[config.mk]
export PLATFORM = sky130hd
export DESIGN_NAME = cdc_toggle_rx_ctrl
export DESIGN_NICKNAME = d
export VERILOG_FILES = /design/src/rtl/cdc_toggle_rx_ctrl.sv
export SDC_FILE = /design/constraint.sdc
export NUM_CORES = 1
export LEC_CHECK = 0
export CORE_UTILIZATION = 46
export DETAILED_ROUTE_END_ITERATION = 7
export PLACE_DENSITY_LB_ADDON = 0.05
export SLEW_MARGIN = 30
export SYNTH_ARGS = -nofsm -noshare
export SYNTH_HDL_FRONTEND = slang
export SYNTH_HIERARCHICAL = 1
export SYNTH_SLANG_ARGS = --single-unit
[constraint.sdc]
create_clock -name clk -period 2.35 [get_ports clk]
set_input_delay 0.235 -clock clk [delete_from_list [all_inputs] [get_ports clk]]
set_output_delay 0.235 -clock clk [all_outputs]
set_load 0.01 [all_outputs]
[src/rtl/cdc_toggle_rx_ctrl.sv]
// Receive side of a 2-phase req/ack crossing: syncs the req toggle,
// captures the held source word and hands it out on valid/ready.

module doublesync #(
   parameter int WIDTH = 1
) (
   input  logic             clk,
   input  logic             rst,
   input  logic [WIDTH-1:0] d,
   output logic [WIDTH-1:0] q
);

   logic [WIDTH-1:0] meta_q;
   logic [WIDTH-1:0] sync_q;

   always_ff @(posedge clk or posedge rst) begin
      if (rst) begin
         meta_q <= '0;
         sync_q <= '0;
      end else begin
         meta_q <= d;
         sync_q <= meta_q;
      end
   end

   assign q = sync_q;

endmodule

module cdc_toggle_rx_ctrl #(
   parameter int DATA_WIDTH = 32,
   parameter int CNT_WIDTH  = 16
) (
   input  logic                  clk,
   input  logic                  reset_n,
   input  logic                  async_req,
   input  logic [DATA_WIDTH-1:0] async_data,
   output logic                  async_ack,
   output logic                  out_valid,
   input  logic                  out_ready,
   output logic [DATA_WIDTH-1:0] out_data,
   output logic [CNT_WIDTH-1:0]  xfer_count,
   output logic                  proto_err,
   input  logic                  err_clr
);

   typedef enum logic {
      S_IDLE,
      S_HOLD
   } state_t;

   state_t                state_q, state_d;
   logic                  req_s;
   logic                  req_prev_q;
   logic                  req_edge;
   logic                  ack_q, ack_d;
   logic [DATA_WIDTH-1:0] data_q, data_d;
   logic [CNT_WIDTH-1:0]  cnt_q, cnt_d;
   logic                  err_q, err_d;
   logic                  sync_rst;

   assign sync_rst = ~reset_n;

   doublesync #(
      .WIDTH(1)
   ) u_req_sync (
      .clk (clk),
      .rst (sync_rst),
      .d   (async_req),
      .q   (req_s)
   );

   assign req_edge = req_s ^ req_prev_q;

   always_comb begin
      state_d = state_q;
      ack_d   = ack_q;
      data_d  = data_q;
      cnt_d   = cnt_q;
      unique case (state_q)
         S_IDLE: begin
            if (req_edge) begin
               data_d  = async_data;
               state_d = S_HOLD;
            end
         end
         S_HOLD: begin
            if (out_ready) begin
               ack_d   = ~ack_q;
               cnt_d   = cnt_q + 1'b1;
               state_d = S_IDLE;
            end
         end
         default: state_d = S_IDLE;
      endcase
      // a new violation wins over a clear in the same cycle
      err_d = (err_q & ~err_clr) | (req_edge & (state_q == S_HOLD));
   end

   always_ff @(posedge clk or negedge reset_n) begin
      if (!reset_n) begin
         state_q    <= S_IDLE;
         req_prev_q <= 1'b0;
         ack_q      <= 1'b0;
         data_q     <= '0;
         cnt_q      <= '0;
         err_q      <= 1'b0;
      end else begin
         state_q    <= state_d;
         req_prev_q <= req_s;
         ack_q      <= ack_d;
         data_q     <= data_d;
         cnt_q      <= cnt_d;
         err_q      <= err_d;
      end
   end

   assign async_ack  = ack_q;
   assign out_valid  = (state_q == S_HOLD);
   assign out_data   = data_q;
   assign xfer_count = cnt_q;
   assign proto_err  = err_q;

endmodule

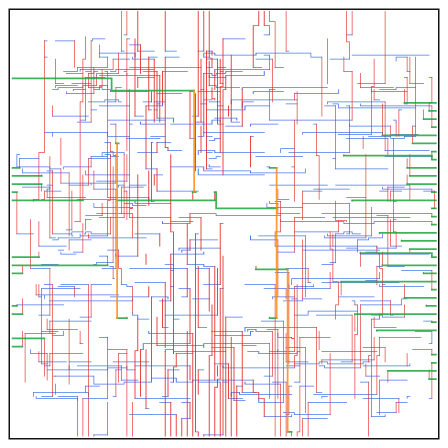
Run 1: metal layers overlaid
[red] metal 2 | wire length: 2110 µm
[blue] metal 1 | wire length: 1940 µm
[green] metal 3 | wire length: 298 µm
[orange] metal 4 | wire length: 98.6 µm
via count: 1392
global router's overall resource usage: 0.193
DR WL/cell: 15.6 µm
Total Routed Length: 4.45 mm

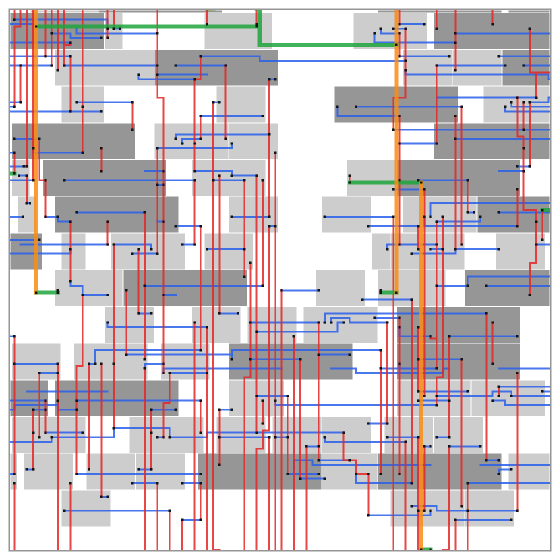
Run 1: zoomed window
Window x 16 to 56, y 1 to 41 µm. Cells in grey, sequential cells in the stronger grey; small squares are vias.
[red] metal 2
[green] metal 3
[blue] metal 1
[orange] metal 4
cells with their middle in the window: 70
netlist names of flops here include: out_data (16)
sequential cells in the window: 18
most frequent: clkdlybuf4s50_1 (26), dfrtp_1 (18), mux2_4 (14)

==> notes.md, run 1 <==
Notes on the flow outputs.

- The run finished with clean final reports.
- The share of total power in sequential cells reads 0.437.
- Per STA, the highest per-stage delay on the worst path measures 600 ps.
- The number of cells upsized or downsized after cts is 0.
- The worst-margin pin slew is 725 ps.
- The power report lists the clock group at 0.516 mW.
- The chip area in the Yosys report reads 2230 µm².
- The post-layout period usage of the worst path reads 0.695.
- Per the final report, the share of cell area in clock cells is 0.0282.
- TritonCTS built the clock tree.
- The DRC marker count from the first detailed-route iteration reads 45.
- The starting utilization of the core area reads 0.495.
- The final worst clock skew reads 6.10 ps.
- The total of plain and repair buffers excluding clock buffers is 90.
- The startpoint of the worst register-to-register path is u_req_sync/q$_DFF_PP0_.
- The critical path endpoint has a required time of 2120 ps.
- The synthesis warning total is 6.
- The time the final worst path needs with I/O delays and setup reads 1630 ps.
- The most common cell after layout, fill and taps aside reads clkdlybuf4s50_1.
- The register area is 1350 µm².
- Entering global routing, the biggest net connects 33 pins.
- Sorting the Yosys area breakdown by cell type puts at the top dfrtp_1.
- At floorplan, the net count of the design was reported as 177.
- The clock root buffer master reads clkbuf_8.
- The die extent in y is 71.6 µm.
- The number of max-slew violations in the final report reads 0.
- The worst hold path class is input pin to register.
- 77 cells are multi-input combinational gates.
- The share of the synthesized area in the top cell type reads 0.606.
- STA lists the endpoint of the worst register-to-register path as out_data[12]$_DFFE_PN0P_.
- The number of antenna violations at the first check in global routing is 0.
- The number of top-level pins reads 88.
- The critical path goes through clkdlybuf4s50_1.
- Synthesis produced 139 cells.
- Yosys reports the multiplexer fraction of the synthesized area as 0.217.
- The cell kind with the greatest summed area reads flip-flops and latches.
- The number of buffers inserted to repair setup after CTS reads 0.
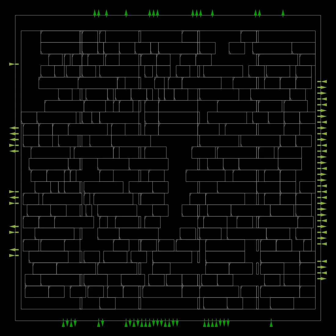
Run 1: cell outlines without signal wires
Seq/total area: 0.417
core area: 4500 µm²
placement row count: 24
final core utilization: 0.719
layout sequential cell count: 54

## run 1: per-stage QoR
step	instances	setup WS, ps	total power, mW	hold slack (ps)	instance area, µm²
floorplan	139	938	2.00	-60.6	2230
global placement	276	761	2.65	317	3140
detailed placement	276	706	2.69	340	3140
CTS	285	705	3.22	356	3240
global route	285	608	3.37	371	3240
finish	285	716	3.18	365	3240
## run 1: metal layers
metal	track usage	part of all wire	vias to the layer above
met5	0	0	-
met4	0.0871	0.022	0
met3	0.0506	0.067	10
met2	0.310	0.47	54
met1	0.246	0.44	673
li1	-	-	655
## run 1: Yosys cell counts, types with 2 or more instances
cell,count
nor2_1,4
and4_1,2
inv_1,4
mux2_1,3
xor2_1,7
mux2_4,30
nand3_1,4
dfrtp_1,54
nor3_2,2
nand4_1,4
xnor2_1,10
buf_12,3
nand2_1,6
==> run 2, diff against run 1 <==
Settings changed: CORE_UTILIZATION 46 to 43.
Clock period 2.35 ns to 1.6 ns, I/O delays scaled along.
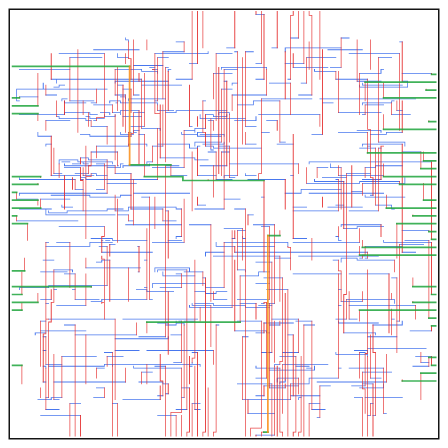
Run 2: metal layers overlaid
[blue] metal 1 | wire length: 1880 µm
[red] metal 2 | wire length: 2300 µm
[green] metal 3 | wire length: 273 µm
[orange] metal 4 | wire length: 51.0 µm
DR WL/cell: 14.8 µm
global router's overall resource usage: 0.182
via count: 1414
Total Routed Length: 4.50 mm

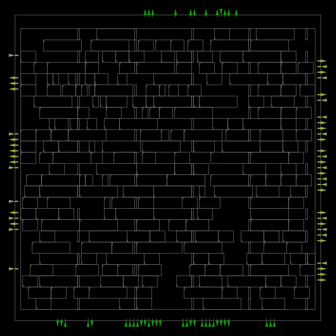
Run 2: cell outlines without signal wires
core area: 4850 µm²
count of fill cells added during filler insertion: 362
well-tap cell count: 67

==> run 2 against run 1 <==
Sequential share of layout area is 0.94 points lower. Largest cell class unchanged. Utilization is 3.5 points lower. Global-route usage is 1.1 points lower. Sequential cell count did not move. Power increased by 51%. Highest routed layer unchanged.
==> notes.md, run 2 <==
Notes on the flow outputs.

- The count of multi-input combinational gates reads 77 (unchanged).
- The cell sequence reported for the critical path is xor2_2, nor2b_4, buf_12, mux2_1.
- The largest stage delay on the critical path came to 410 ps (-190 ps).
- The number of cells upsized or downsized after cts came to 0 (unchanged).
- The global-route met3 utilization came to 0.0379 (-0.0127).
- The routed length on met3 is 272 µm (-8.7%).
- The DRC marker count from the first detailed-route iteration is 35 (-22%).
- The register area reads 1350 µm² (about the same).
- The share of the synthesized area in the top cell type is 0.606 (unchanged).
- The highest layer used for signal routing is met4.
- The met1 track demand over resource reads 0.218 (-0.0284).
- The cell with the most instances after synthesis is dfrtp_1.
- The slack of the critical path is 103 ps (-613 ps).
- The smallest hold slack is 300 ps (-65.1 ps).
- The chip area in the Yosys report is 2230 µm² (unchanged).
- Counting I/O delays and the setup requirement, the final critical path takes 1500 ps.
- The flow ran to the end, and the final reports show no timing, DRC or antenna violations.
- The starting utilization of the core area reads 0.460 (-0.0351).
- The number of top-level pins is 88 (unchanged).
- The final cell count without fillers reads 303 (+6.3%).
- The utilization after layout reads 0.684 (-0.0350).
- The worst hold path class reads input pin to register.
- The worst-margin pin slew is 447 ps (-278 ps).
- The power consumed by the clock network is 0.869 mW (+68%).
- The fraction of area in registers is 0.408 (-0.00939).
- The synthesis warning total came to 6 (unchanged).
- The post-placement worst setup slack is 69.3 ps (-636 ps).
- The clock tree from TritonCTS is done.
- The global-route layer with the greatest usage is met2.
- The synthesized instance count reads 139 (unchanged).
- The cell kind with the greatest summed area is flip-flops and latches.
- By count the netlist is led by dfrtp_1 (54), mux2_4 (30), xnor2_1 (10), xor2_1 (7), nand2_1 (6).
- The worst flop-to-flop path endpoint is out_data[13]$_DFFE_PN0P_.
- The share of total power in sequential cells was 0.426 (-0.011).
- The number of antenna violations at the first check in global routing reads 0 (unchanged).
- The post-synth net total was 177 (unchanged).
- The final-layout clock-cell area share is 0.0321 (+0.00387).
- The number of buffers inserted to repair setup after CTS reads 0 (unchanged).
- The met2 track demand over resource in global routing is 0.318 (+0.00791).
- The final worst clock skew is 8.65 ps (+2.56 ps).
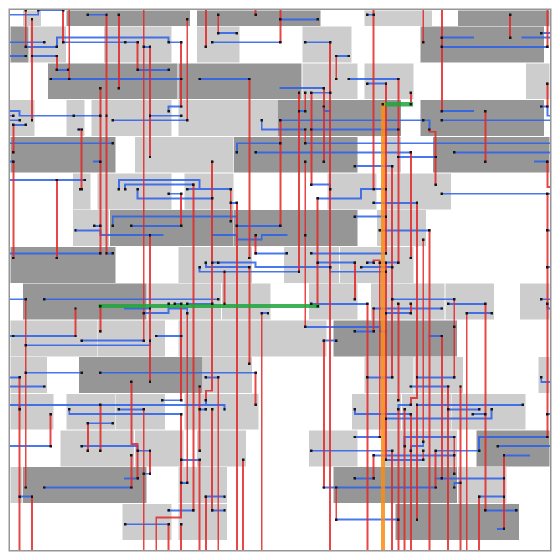
Run 2: zoomed window
Window x 17 to 57, y 2 to 42 µm. Cells in grey, sequential cells in the stronger grey; small squares are vias.
[orange] metal 4
[green] metal 3
[red] metal 2
[blue] metal 1
sequential cells in the window: 18
cells with their middle in the window: 68
most frequent: clkdlybuf4s50_1 (23), dfrtp_1 (17), mux2_4 (10)
netlist names of flops here include: out_data (15)

==> run 2: netlist changes by cell type in the layout (fill, tap and decap cells not counted) <==
cell | before | now
clkinv_2 | 1 | 0
xor2_1 | 7 | 6
buf_4 | 0 | 2
dfrtp_2 | 0 | 1
bufinv_16 | 0 | 1
buf_12 | 2 | 3
dfrtp_1 | 54 | 53
clkbuf_1 | 1 | 2
xor2_2 | 0 | 1
clkbuf_8 | 6 | 5
==> run 2: cell families after synthesis <==
| family | Yosys count | share of synthesized area |
|---|---|---|
| XOR/XNOR | 17 | 0.0667 |
| AND-OR/OR-AND | 2 | 0.00561 |
| flip-flops | 54 | 0.606 |
| AND/OR/NAND/NOR | 24 | 0.0606 |
| buffers and inverters | 8 | 0.0387 |
| multiplexers | 33 | 0.217 |
| adder cells (fa/ha/maj) | 1 | 0.00561 |
Power is estimated from default activity; no workload was simulated.
